==> config.mk <==
export PLATFORM = sky130hd
export DESIGN_NAME = bus_drive_sequencer_flat
export DESIGN_NICKNAME = d
export VERILOG_FILES = /design/src/rtl/cpu_bus_pkg.sv /design/src/rtl/bus_drive_sequencer_if.sv /design/src/rtl/decoder_5_32.sv /design/src/rtl/bus_drive_sequencer.sv /design/src/flat_wrapper.sv
export SDC_FILE = /design/constraint.sdc
export NUM_CORES = 1
export LEC_CHECK = 0
export CORE_MARGIN = 8
export CORE_UTILIZATION = 49
export CTS_CLUSTER_DIAMETER = 60
export CTS_CLUSTER_SIZE = 28
export DETAILED_ROUTE_END_ITERATION = 12
export GPL_TIMING_DRIVEN = 0
export PLACE_DENSITY = 0.88
export SLEW_MARGIN = 25
export SYNTH_ARGS = -nofsm -noshare
export SYNTH_HDL_FRONTEND = slang
export SYNTH_SLANG_ARGS = --single-unit
==> constraint.sdc <==
create_clock -name clk -period 2.41 [get_ports clk]
set_input_delay 0.3615 -clock clk [delete_from_list [all_inputs] [get_ports clk]]
set_output_delay 0.3615 -clock clk [all_outputs]
set_load 0.005 [all_outputs]
==> src/rtl/cpu_bus_pkg.sv <==
// Shared definitions for the datapath bus driveout logic.
// Holds the bus-source code width, the driveout vector width, the
// "no source" code, the default number of legal sources and the
// sequencer FSM state encoding.
package cpu_bus_pkg;

    localparam int SRC_W            = 5;
    localparam int DRV_W            = 32;
    localparam int NUM_SOURCES_DFLT = 24;
    localparam int CNT_W            = $clog2(16);

    // Code 31 means "nobody drives the bus".
    localparam logic [SRC_W-1:0] SRC_NONE = 5'd31;

    typedef enum logic [1:0] {
        ST_IDLE  = 2'd0,
        ST_GAP   = 2'd1,
        ST_DRIVE = 2'd2
    } seq_state_e;

endpackage

==> src/rtl/bus_drive_sequencer_if.sv <==
// Request/driveout bundle between the control unit and the sequencer.
//   req_valid/req_code : control unit asks for a bus source (31 = release)
//   req_ready          : sequencer can take a request this cycle
//   drive_en/drive_code: one-hot driveout lines and the code being driven
//   busy/done/err      : progress and status pulses back to the control unit
// master = control unit side, slave = sequencer side.
interface bus_drive_sequencer_if;
    import cpu_bus_pkg::*;

    logic             req_valid;
    logic [SRC_W-1:0] req_code;
    logic             req_ready;
    logic [DRV_W-1:0] drive_en;
    logic [SRC_W-1:0] drive_code;
    logic             busy;
    logic             done;
    logic             err;

    modport master (
        output req_valid, req_code,
        input  req_ready, drive_en, drive_code, busy, done, err
    );

    modport slave (
        input  req_valid, req_code,
        output req_ready, drive_en, drive_code, busy, done, err
    );

endinterface

==> src/rtl/decoder_5_32.sv <==
// Purely combinational 5-to-32 one-hot decoder.
//   code_i   : source code; 31 decodes to all-zero (no source)
//   onehot_o : one-hot driveout, bit n set for code n
module decoder_5_32
    import cpu_bus_pkg::*;
(
    input  logic [SRC_W-1:0] code_i,
    output logic [DRV_W-1:0] onehot_o
);

    // One-hot decode with the release code mapped to no driveout
    always_comb begin
        onehot_o = {DRV_W{1'b0}};
        if (code_i != SRC_NONE) begin
            onehot_o[code_i] = 1'b1;
        end else begin
            onehot_o = {DRV_W{1'b0}};
        end
    end

endmodule

==> src/rtl/bus_drive_sequencer.sv <==
// Turns a bus-source code into a one-hot driveout with a guaranteed
// all-off gap before each grant and a fixed grant length.
//   clk : rising-edge clock
//   clr : synchronous active-high reset
//   bus : slave side of the request/driveout bundle
// Every output is a flop. drive_en is derived from the current state, so
// the visible grant trails the DRIVE state by one cycle; that extra cycle
// is what provides the all-off cycle right after each accept.
module bus_drive_sequencer
    import cpu_bus_pkg::*;
#(
    parameter int NUM_SOURCES  = NUM_SOURCES_DFLT,
    parameter int GAP_CYCLES   = 1,
    parameter int DRIVE_CYCLES = 1
) (
    input  logic                  clk,
    input  logic                  clr,
    bus_drive_sequencer_if.slave  bus
);

    localparam logic [SRC_W-1:0] LAST_LEGAL_EXCL = SRC_W'(NUM_SOURCES);
    localparam logic [CNT_W-1:0] GAP_LOAD =
        (GAP_CYCLES > 0) ? CNT_W'(GAP_CYCLES - 1) : {CNT_W{1'b0}};
    localparam logic [CNT_W-1:0] DRV_LOAD = CNT_W'(DRIVE_CYCLES - 1);

    seq_state_e       state_q, state_d;
    logic [CNT_W-1:0] cnt_q, cnt_d;
    logic [SRC_W-1:0] code_q, code_d;
    logic [DRV_W-1:0] drive_en_q, drive_en_d;
    logic [SRC_W-1:0] drive_code_q, drive_code_d;
    logic             req_ready_q, req_ready_d;
    logic             busy_q, busy_d;
    logic             done_q, done_d;
    logic             err_q, err_d;

    logic             accept_s;
    logic             legal_s;
    logic             release_s;
    logic             in_drive_s;
    logic [DRV_W-1:0] dec_s;

    decoder_5_32 u_dec (
        .code_i   (code_q),
        .onehot_o (dec_s)
    );

    // Request classification and FSM next state / counter reload
    always_comb begin
        state_d   = state_q;
        cnt_d     = cnt_q;
        code_d    = code_q;
        accept_s  = bus.req_valid && req_ready_q;
        legal_s   = (bus.req_code < LAST_LEGAL_EXCL);
        release_s = (bus.req_code == SRC_NONE);
        case (state_q)
            ST_IDLE: begin
                if (accept_s) begin
                    code_d = bus.req_code;
                    if (legal_s) begin
                        if (GAP_CYCLES == 0) begin
                            state_d = ST_DRIVE;
                            cnt_d   = DRV_LOAD;
                        end else begin
                            state_d = ST_GAP;
                            cnt_d   = GAP_LOAD;
                        end
                    end else begin
                        state_d = ST_IDLE;
                    end
                end else begin
                    state_d = ST_IDLE;
                end
            end
            ST_GAP: begin
                if (cnt_q == {CNT_W{1'b0}}) begin
                    state_d = ST_DRIVE;
                    cnt_d   = DRV_LOAD;
                end else begin
                    cnt_d = cnt_q - 4'(1);
                end
            end
            ST_DRIVE: begin
                if (cnt_q == {CNT_W{1'b0}}) begin
                    state_d = ST_IDLE;
                end else begin
                    cnt_d = cnt_q - 4'(1);
                end
            end
            default: begin
                state_d = ST_IDLE;
                cnt_d   = {CNT_W{1'b0}};
            end
        endcase
    end

    // Registered output values derived from the current state
    always_comb begin
        in_drive_s   = (state_q == ST_DRIVE);
        drive_en_d   = in_drive_s ? dec_s  : {DRV_W{1'b0}};
        drive_code_d = in_drive_s ? code_q : SRC_NONE;
        busy_d       = (state_q != ST_IDLE);
        // Illegal and release codes finish immediately, without GAP/DRIVE.
        done_d       = (in_drive_s && (cnt_q == {CNT_W{1'b0}})) ||
                       (accept_s && !legal_s);
        err_d        = accept_s && !legal_s && !release_s;
        // Ready drops for the accept cycle and stays low until the FSM
        // is seen back in IDLE, which lines up with the grant release.
        req_ready_d  = (state_q == ST_IDLE) && !accept_s;
    end

    // State, counter, latched code and output registers
    always_ff @(posedge clk) begin
        if (clr) begin
            state_q      <= ST_IDLE;
            cnt_q        <= {CNT_W{1'b0}};
            code_q       <= SRC_NONE;
            drive_en_q   <= {DRV_W{1'b0}};
            drive_code_q <= SRC_NONE;
            req_ready_q  <= 1'b0;
            busy_q       <= 1'b0;
            done_q       <= 1'b0;
            err_q        <= 1'b0;
        end else begin
            state_q      <= state_d;
            cnt_q        <= cnt_d;
            code_q       <= code_d;
            drive_en_q   <= drive_en_d;
            drive_code_q <= drive_code_d;
            req_ready_q  <= req_ready_d;
            busy_q       <= busy_d;
            done_q       <= done_d;
            err_q        <= err_d;
        end
    end

    assign bus.drive_en   = drive_en_q;
    assign bus.drive_code = drive_code_q;
    assign bus.req_ready  = req_ready_q;
    assign bus.busy       = busy_q;
    assign bus.done       = done_q;
    assign bus.err        = err_q;

endmodule

==> src/flat_wrapper.sv <==
// flat-port wrapper written by rule: the top's interface ports become plain ports
module bus_drive_sequencer_flat import cpu_bus_pkg::*;
#(
    parameter int NUM_SOURCES  = NUM_SOURCES_DFLT,
    parameter int GAP_CYCLES   = 1,
    parameter int DRIVE_CYCLES = 1
)
  (clk, clr, bus_req_valid, bus_req_code, bus_req_ready, bus_drive_en, bus_drive_code, bus_busy, bus_done, bus_err);
  bus_drive_sequencer_if bus_i ();
  input  logic clk;
  input  logic clr;
  input wire logic [$bits(bus_i.req_valid)-1:0] bus_req_valid;
  input wire logic [$bits(bus_i.req_code)-1:0] bus_req_code;
  output wire logic [$bits(bus_i.req_ready)-1:0] bus_req_ready;
  output wire logic [$bits(bus_i.drive_en)-1:0] bus_drive_en;
  output wire logic [$bits(bus_i.drive_code)-1:0] bus_drive_code;
  output wire logic [$bits(bus_i.busy)-1:0] bus_busy;
  output wire logic [$bits(bus_i.done)-1:0] bus_done;
  output wire logic [$bits(bus_i.err)-1:0] bus_err;
  assign bus_i.req_valid = bus_req_valid;
  assign bus_i.req_code = bus_req_code;
  assign bus_req_ready = bus_i.req_ready;
  assign bus_drive_en = bus_i.drive_en;
  assign bus_drive_code = bus_i.drive_code;
  assign bus_busy = bus_i.busy;
  assign bus_done = bus_i.done;
  assign bus_err = bus_i.err;
  bus_drive_sequencer #(.NUM_SOURCES(NUM_SOURCES), .GAP_CYCLES(GAP_CYCLES), .DRIVE_CYCLES(DRIVE_CYCLES)) u_core (.clk(clk), .clr(clr), .bus(bus_i));
endmodule
**Signal wires by layer**

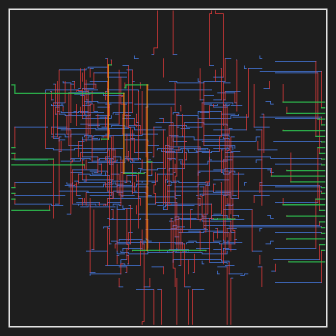
Orange shows metal 4, wire length 76.2 um. Green shows metal 3, wire length 219 um. Red shows metal 2, wire length 1640 um. Blue shows metal 1, wire length 1630 um.
drt total wl: 3570 um
vias after detailed routing: 1323

**Metal 3**

Bar = 20 um.
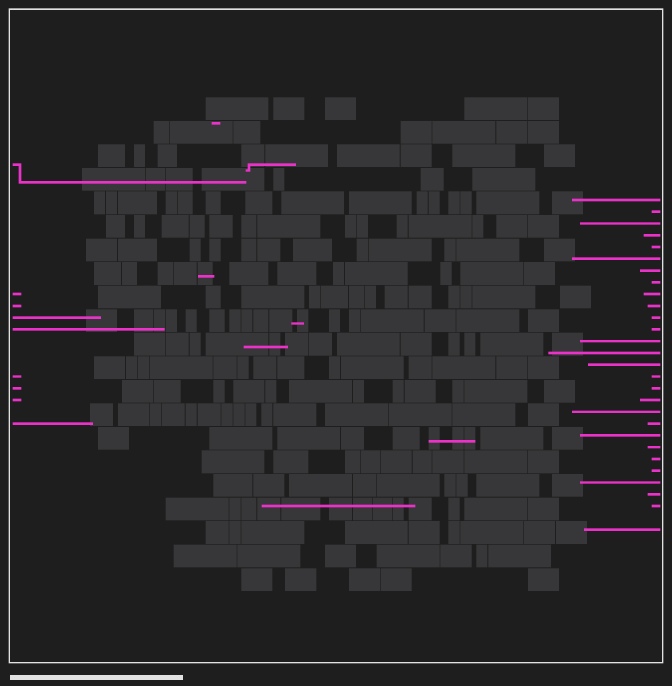
40 nets have wire on it. The wires run mostly horizontal. The layer holds 6.1% of the routed length.

**Routing congestion**

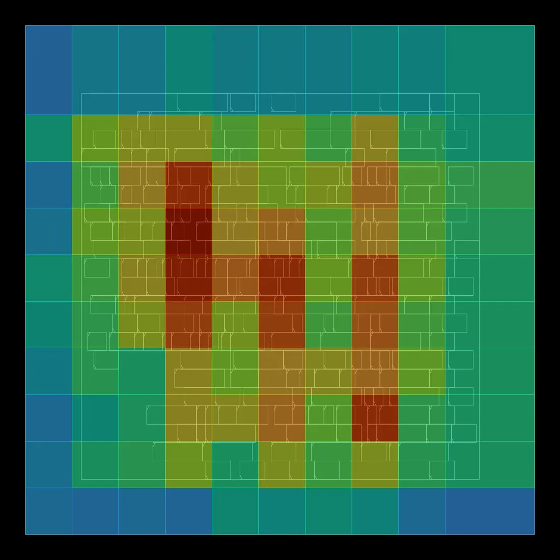
met2 routing resource usage after global routing: 22.1%
fraction of met1 tracks used by global routing: 14.2%
all-layer global routing usage: 13.0%

==> flow_metrics.tcl <==
# metrics dict for downstream scripts
set metrics [dict create \
    status "finished, final reports clean" \
    cts_resized 0 \
    core_util_floorplan_pct 51.3 \
    yosys_cells 172 \
    grt_pass1_wl_um 5610 \
    area_share_nonclk_buffers_pct 21.7 \
    clk_latency_ns 0.37 \
    tool_warnings 29 \
    number_of_buffers_inserted_during_clock_tree_synthesis 5 \
    ys_top_cells_by_area "dfxtp_1 (60%), nor2_1 (7.4%), nand3b_1 (4.4%)" \
    worst_setup_path_startpoint "u_core.state_q[0]" \
    drive_above_1_share_pct 7.49 \
    synth-async-reset-ratio_pct 0 \
    xor_share_pct 0 \
    detail_route.first_pass.iterations 4 \
    p_clk_uw 383 \
    worstRegToRegCells 7 \
    register_share_of_total_power_pct 65.1 \
    fillerInstances 281 \
    final_cell_mix "dfxtp_1 (52), clkdlybuf4s50_1 (47), nor2_1 (34), nand2_1 (15), nand3b_1 (10)" \
    route.detailed.vias_per_inst 4.85 \
    clock_tree_from_tritoncts "yes" \
    yosys.cell_types.count 35 \
    tally_of_yosys_warning_messages 0 \
    power.ir.vdd_worst_v 0.000356 \
    die_area_um2 5670 \
    grt_pass1_vias 1267 \
    dr.first_iter.drc_count 55 \
    path_max_fanout 8 \
    slowest_stage "dfxtp_1" \
    timing_worst_setup_path_type "reg2reg" \
    syn-num-nets 185 \
    cts_root_buf "clkbuf_4" \
    worstPathBufferInverterCount 2 \
    worst_slack_ns 0.686 \
    rr_startpoint "u_core.state_q[0]" \
    comb.multi_input.count 108 \
    post_cts.repair.setup_buffers 0 \
    hold-path-endpoint "u_core.cnt_q[0]" \
    drc 0 \
    static-leakage-power_nw 0.837 \
    critPathRequiredTime_ns 2.72 \
    final_common_cell "dfxtp_1" \
    max_freq_mhz 580 \
    aoi_share_pct 5.59 \
    ys_dominant_reg_cell "dfxtp_1" \
    cp_num_cells 7 \
    swShare_pct 23.8 \
    regToRegEndpoint "u_core.bus.drive_en[12]" \
    max-cap-violations 0 \
    timing.reg2reg.setup_slack_ns 0.69 \
    yosys_register_bits 52 \
    placement.io_buffers 47 \
    nets 239 \
    report.final.setup_viol 0 \
    synthToLayoutAreaGrowth_pct 34.0 \
    post-route-min-period_ns 1.72 \
    skew_ns 0.0112 \
    endpoint "u_core.bus.drive_en[12]" \
    largest_class "sequential cells" \
    postSynthSeqShare_pct 60.4 \
    num-nonclk-inverters 5 \
    commonest_cells_in_the_synthesized_netlist "dfxtp_1 (52), nor2_1 (34), nand2_1 (15)" \
    std_cell_rows 21 \
    gr-total-overflow 0 \
]
**Met2 routing**

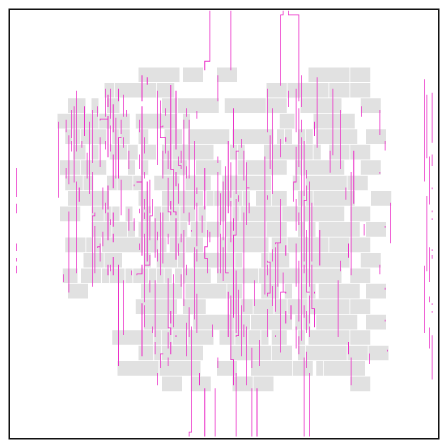
The layer holds 46% of the routed length. The wires run mostly vertical.

**Clock network drawn from the DEF**

Bar = 20 um.
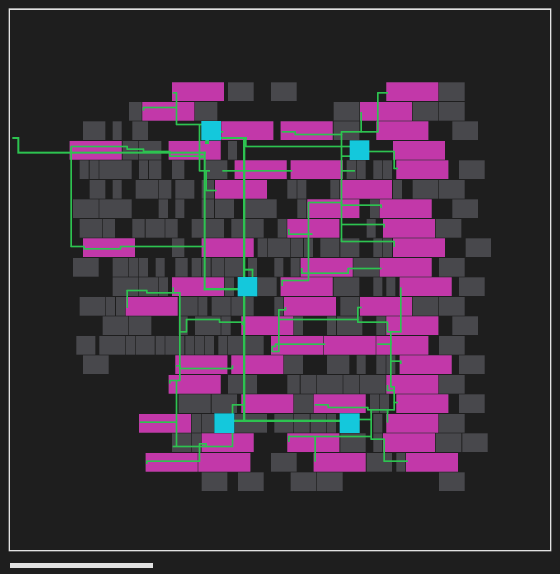
Magenta shows flip-flops, count 52. Green shows clock wires, length 525 um. Cyan shows clock drivers, count 5.
There are 6 routed clock nets.

Power and IR drop assume default switching activity.
